Figure 1. Placed standard cells (run 1).
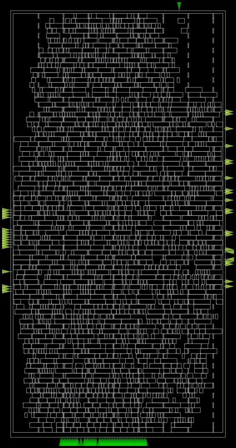
Figure 2. I/O nets highlighted (run 1).
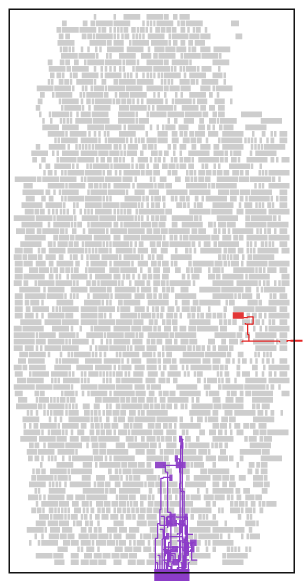
Figure 3. Pin map (run 1).
Pins as bars across the die edge, other pins in gray.
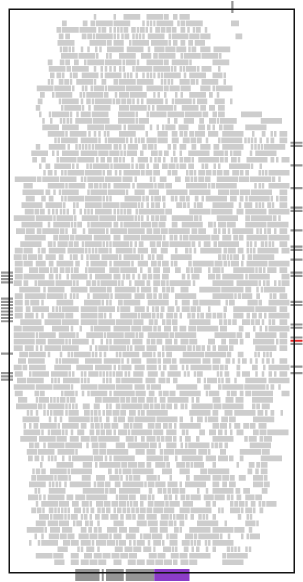
===== src/rtl/arith_decode_target.sv =====
// Decoder-side target scaling: target = ((code - low + 1) * total - 1) / range,
// computed with an exact radix-2 restoring divider so targets match the encoder bit for bit.
module arith_decode_target #(
  parameter int WIDTH = 16
) (
  input  logic             clk,
  input  logic             rst,
  input  logic             in_valid,
  output logic             in_ready,
  input  logic [WIDTH-1:0] code_in,
  input  logic [WIDTH-1:0] low_in,
  input  logic [WIDTH-1:0] range_in,
  input  logic [WIDTH-1:0] total_in,
  output logic             out_valid,
  input  logic             out_ready,
  output logic [WIDTH-1:0] target_out,
  output logic             err_out
);

  localparam int CW = $clog2(WIDTH) + 1;
  localparam logic [CW-1:0] LAST = CW'(WIDTH - 1);

  typedef enum logic [1:0] {IDLE, MUL, DIV, DONE} state_t;

  state_t             state_q;
  logic [WIDTH-1:0]   diff_q, range_q, total_q, quot_q, rem_q;
  logic [2*WIDTH-1:0] num_q;
  logic [CW-1:0]      cnt_q;
  logic               err_q, load_q;

  logic [WIDTH-1:0]   diff_d;
  logic [WIDTH:0]     diff_p1;
  logic [2*WIDTH-1:0] num_d;
  logic [WIDTH:0]     rem_sh;
  logic               q_bit;
  logic [WIDTH-1:0]   rem_d, quot_d;

  always_comb begin
    diff_d  = code_in - low_in;
    diff_p1 = {1'b0, diff_q} + (WIDTH+1)'(1);
    // Truncation to 2W bits is exact for legal requests; illegal ones are overridden in DONE.
    num_d   = (2*WIDTH)'(diff_p1) * (2*WIDTH)'(total_q) - (2*WIDTH)'(1);
    rem_sh  = {rem_q, num_q[2*WIDTH-1]};
    q_bit   = (rem_sh >= {1'b0, range_q});
    rem_d   = q_bit ? WIDTH'(rem_sh - {1'b0, range_q}) : rem_sh[WIDTH-1:0];
    quot_d  = {quot_q[WIDTH-2:0], q_bit};
  end

  assign in_ready = (state_q == IDLE);

  always_ff @(posedge clk or posedge rst) begin
    if (rst) begin
      state_q    <= IDLE;
      diff_q     <= '0;
      range_q    <= '0;
      total_q    <= '0;
      quot_q     <= '0;
      rem_q      <= '0;
      num_q      <= '0;
      cnt_q      <= '0;
      err_q      <= 1'b0;
      load_q     <= 1'b0;
      out_valid  <= 1'b0;
      target_out <= '0;
      err_out    <= 1'b0;
    end else begin
      case (state_q)
        IDLE: if (in_valid) begin
          diff_q  <= diff_d;
          range_q <= range_in;
          total_q <= total_in;
          err_q   <= (range_in == '0) || (total_in == '0) || (diff_d >= range_in);
          state_q <= MUL;
        end
        MUL: begin
          num_q   <= num_d;
          load_q  <= 1'b1;
          state_q <= DIV;
        end
        DIV: begin
          // First DIV cycle seeds the remainder with the numerator's upper half.
          if (load_q) begin
            rem_q  <= num_q[2*WIDTH-1:WIDTH];
            num_q  <= {num_q[WIDTH-1:0], {WIDTH{1'b0}}};
            cnt_q  <= '0;
            load_q <= 1'b0;
          end else begin
            rem_q  <= rem_d;
            quot_q <= quot_d;
            num_q  <= {num_q[2*WIDTH-2:0], 1'b0};
            cnt_q  <= cnt_q + CW'(1);
            if (cnt_q == LAST) begin
              state_q    <= DONE;
              out_valid  <= 1'b1;
              target_out <= err_q ? '1 : quot_d;
              err_out    <= err_q;
            end
          end
        end
        DONE: if (out_ready) begin
          out_valid <= 1'b0;
          state_q   <= IDLE;
        end
        default: state_q <= IDLE;
      endcase
    end
  end

endmodule

===== config.mk =====
export PLATFORM = sky130hd
export DESIGN_NAME = arith_decode_target
export DESIGN_NICKNAME = d
export VERILOG_FILES = /design/src/rtl/arith_decode_target.sv
export SDC_FILE = /design/constraint.sdc
export NUM_CORES = 1
export LEC_CHECK = 0
export CORE_ASPECT_RATIO = 2
export CORE_UTILIZATION = 63
export DETAILED_ROUTE_END_ITERATION = 8
export PLACE_DENSITY = 0.83
export SLEW_MARGIN = 30
export SYNTH_ARGS = -nofsm -noshare
export SYNTH_HDL_FRONTEND = slang
export SYNTH_SLANG_ARGS = --single-unit

===== constraint.sdc =====
create_clock -name clk -period 8.7 [get_ports clk]
set_input_delay 1.74 -clock clk [delete_from_list [all_inputs] [get_ports clk]]
set_output_delay 1.74 -clock clk [all_outputs]
set_load 0.03 [all_outputs]

==> Table 3: Implementation characteristics, run 1 <==
Implementation parameters

Parameter                              Value

Worst setup path
  End of the worst register-to-register path    num_q[31]
  Peak fanout along the critical path    8
  Worst r2r path cells    26

Route
  Final wirelength    around 44000 µm
  Detailed-route wire length on metal 1    around 14000 µm

CTS
  Clock latency reported for the late side of the worst-skew pair    between 400 and 500 ps
  # Post-CTS Setup Buffers    0
  Root Driver    clkbuf_16
  Clk sink count    between 100 and 150

Layout
  Fin nets    2424
  Multi-input gate share of the layout cell area    between 60 and 70%
  Area grow syn2layout    10.2%
  Register containing the most flip-flops in the final layout    num_q
  Final design instance area without fill    about 0.019 mm²
  Share of post-route cells with drive strength above 1    approximately 5.2%
  Clkbuf count    19

Yosys
  Chip Area, Yosys    0.0172 mm²
  Most popular library cell in the synthesized design by count    inv_1
  Complex-gate fraction of the synthesized area    9.87%
  Mapped Cells    1930
  XOR/XNOR share of the synthesized area    3.52%
  Area fraction in and, or, nand and nor cells    about 16%
  Synthesized area per cell    ~8.9 µm²
  Top flip-flop cell by instance count after synthesis    dfrtp_1
  Fraction of post-synthesis cell area in the top cell type by area    26.0%

Global routing
  Antenna violations before repair    1
  Total global-route track usage    33.0%
  Via count of the first global-routing pass    between 15000 and 20000
  Largest net degree at the start of global routing    between 70 and 80

Timing
  Final setup viols    0
  Slew Viols, Final    0
  Period Utilization, post-route    89.3%
  Clock skew    approximately 7.9 ps

Floorplan
  Die x size    about 120 µm
  Overall chip area    approximately 0.028 mm²
  Overall die height    approximately 240 µm

Min path
  Worst Hold End    target_out[2]
  Hold crit path type    reg -> reg
  Worst Min Path Start    target_out[2]

Status
  Outcome    finished, final reports clean

Placed design
  Port bufs    86
  Instance area after placement    approximately 0.018 mm²
  Worst slack at placement    slightly above 1000 ps
Back to the opening pictures, Figure 1:
fraction of area in registers: 18.3%
Fillers: 1992
core occupancy in the finished layout: 70.6%
Final Non-Filler Cells: 2339
area of the core region: 0.0268 mm²

Back to the opening pictures, Figure 2:
- `range_in`: purple (bits 16; direction input; end cells 21; wire 554 µm)
- `in_ready`: red (bits 1; direction output; end cells 1; wire 37.6 µm)

Back to the opening pictures, Figure 3:
- `in_ready`: red (pins 1; direction output; edge right)
- `range_in`: purple (pins 16; direction input; edge bottom)
- all pins by edge: 49 bottom, 21 right, 16 left, 1 top

==> run 2, diff against run 1 <==
--- a/config.mk
+++ b/config.mk
@@ -8,6 +8,7 @@
 export CORE_ASPECT_RATIO = 2
 export CORE_UTILIZATION = 63
 export DETAILED_ROUTE_END_ITERATION = 8
+export GPL_ROUTABILITY_DRIVEN = 0
 export PLACE_DENSITY = 0.83
 export SLEW_MARGIN = 30
 export SYNTH_ARGS = -nofsm -noshare
Figure 4. I/O nets highlighted (run 2).
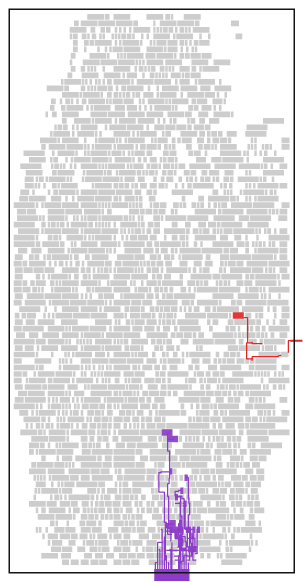
- `range_in`: purple (bits 16; direction input; end cells 21; wire 527 µm)
- `in_ready`: red (bits 1; direction output; end cells 1; wire 49.5 µm)

Figure 5. Pin map (run 2).
Pins as bars across the die edge, other pins in gray.
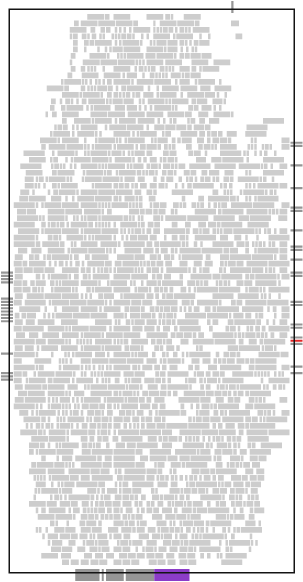
die x size: 119 µm
port bufs: 86

==> run 2 against run 1 <==
  * Cell count stayed put
  * Maximum frequency is 1.1% lower
  * Register-to-register slack worse by 90 ps
  * Synthesized cell count stayed put
  * First-iteration DRC count is 0.85% lower
  * Design area is 0.13% higher
  * Sequential cell count stayed put
  * Worst setup slack worse by 85 ps
  * Count of clock-buffer cells in the layout is 1 lower
  * Utilization is 0.089 points higher
==> Table 3: Implementation characteristics, run 2 <==
Implementation parameters

Parameter                              Value

CTS
  Clk sink count    between 100 and 150
  Deepest clock path buffer count    2
  Root Driver    clkbuf_16
  Clock latency reported for the late side of the worst-skew pair    440 ps

Worst setup path
  Peak fanout along the critical path    20
  End of the worst register-to-register path    num_q[31]
  Worst r2r path cells    28

Global routing
  Global routing usage on met1    a little under a third
  Via count of the first global-routing pass    15000
  Antenna violations before repair    0
  Largest net degree at the start of global routing    a little over 70
  Wire length of the first global-routing pass    between 70000 and 80000 µm
  Total global-route track usage    between 30% and 40%

Layout
  Fillers    a little under 2000
  Sequential Area    0.00345 mm²
  Core occupancy in the finished layout    just over 70%
  Final Non-Filler Cells    2339
  Multi-input gate share of the layout cell area    roughly 64%
  Final design instance area without fill    0.0189 mm²
  Register containing the most flip-flops in the final layout    num_q
  Fraction of area in registers    a little under a fifth
  Fin nets    around 2400
  Clkbuf count    18
  Area grow syn2layout    10.3%

Placed design
  Instance area after placement    between 0.015 and 0.02 mm²
  Worst slack at placement    between 900 and 1000 ps

Route
  Detailed-route wire length on metal 1    around 14000 µm
  Final wirelength    roughly 44000 µm
  Post-DR vias/cell    5.91

Floorplan
  Overall chip area    0.0280 mm²
  Area of the core region    ~0.027 mm²

Min path
  Worst Hold End    range_q[8]
  Hold crit path type    reg -> reg
  Worst Min Path Start    range_q[8]

Status
  Outcome    finished, final reports clean

Yosys
  Proportion of register bits with asynchronous set or reset after synthesis    100%
  Top flip-flop cell by instance count after synthesis    dfrtp_1
  Synthesized area per cell    just under 9 µm²
  Fraction of post-synthesis cell area in the top cell type by area    about a quarter
  Syn nets    between 2000 and 2500
  Mapped Cells    about 1900
  Chip Area, Yosys    ~0.017 mm²
  Area fraction in and, or, nand and nor cells    between 10% and 20%
  Complex-gate fraction of the synthesized area    about 9.9%

Timing
  Final setup viols    0
  Period Utilization, post-route    90.3%
Figure 6. Clock wires, drivers and flops (run 2).
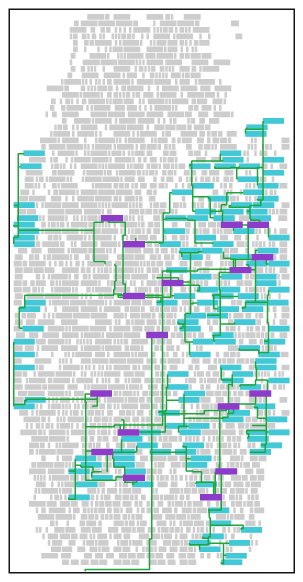
- clock wires: green (length 1880 µm)
- flip-flops: cyan (count 138)
- clock drivers: purple (count 17)
- routed clock nets: 18

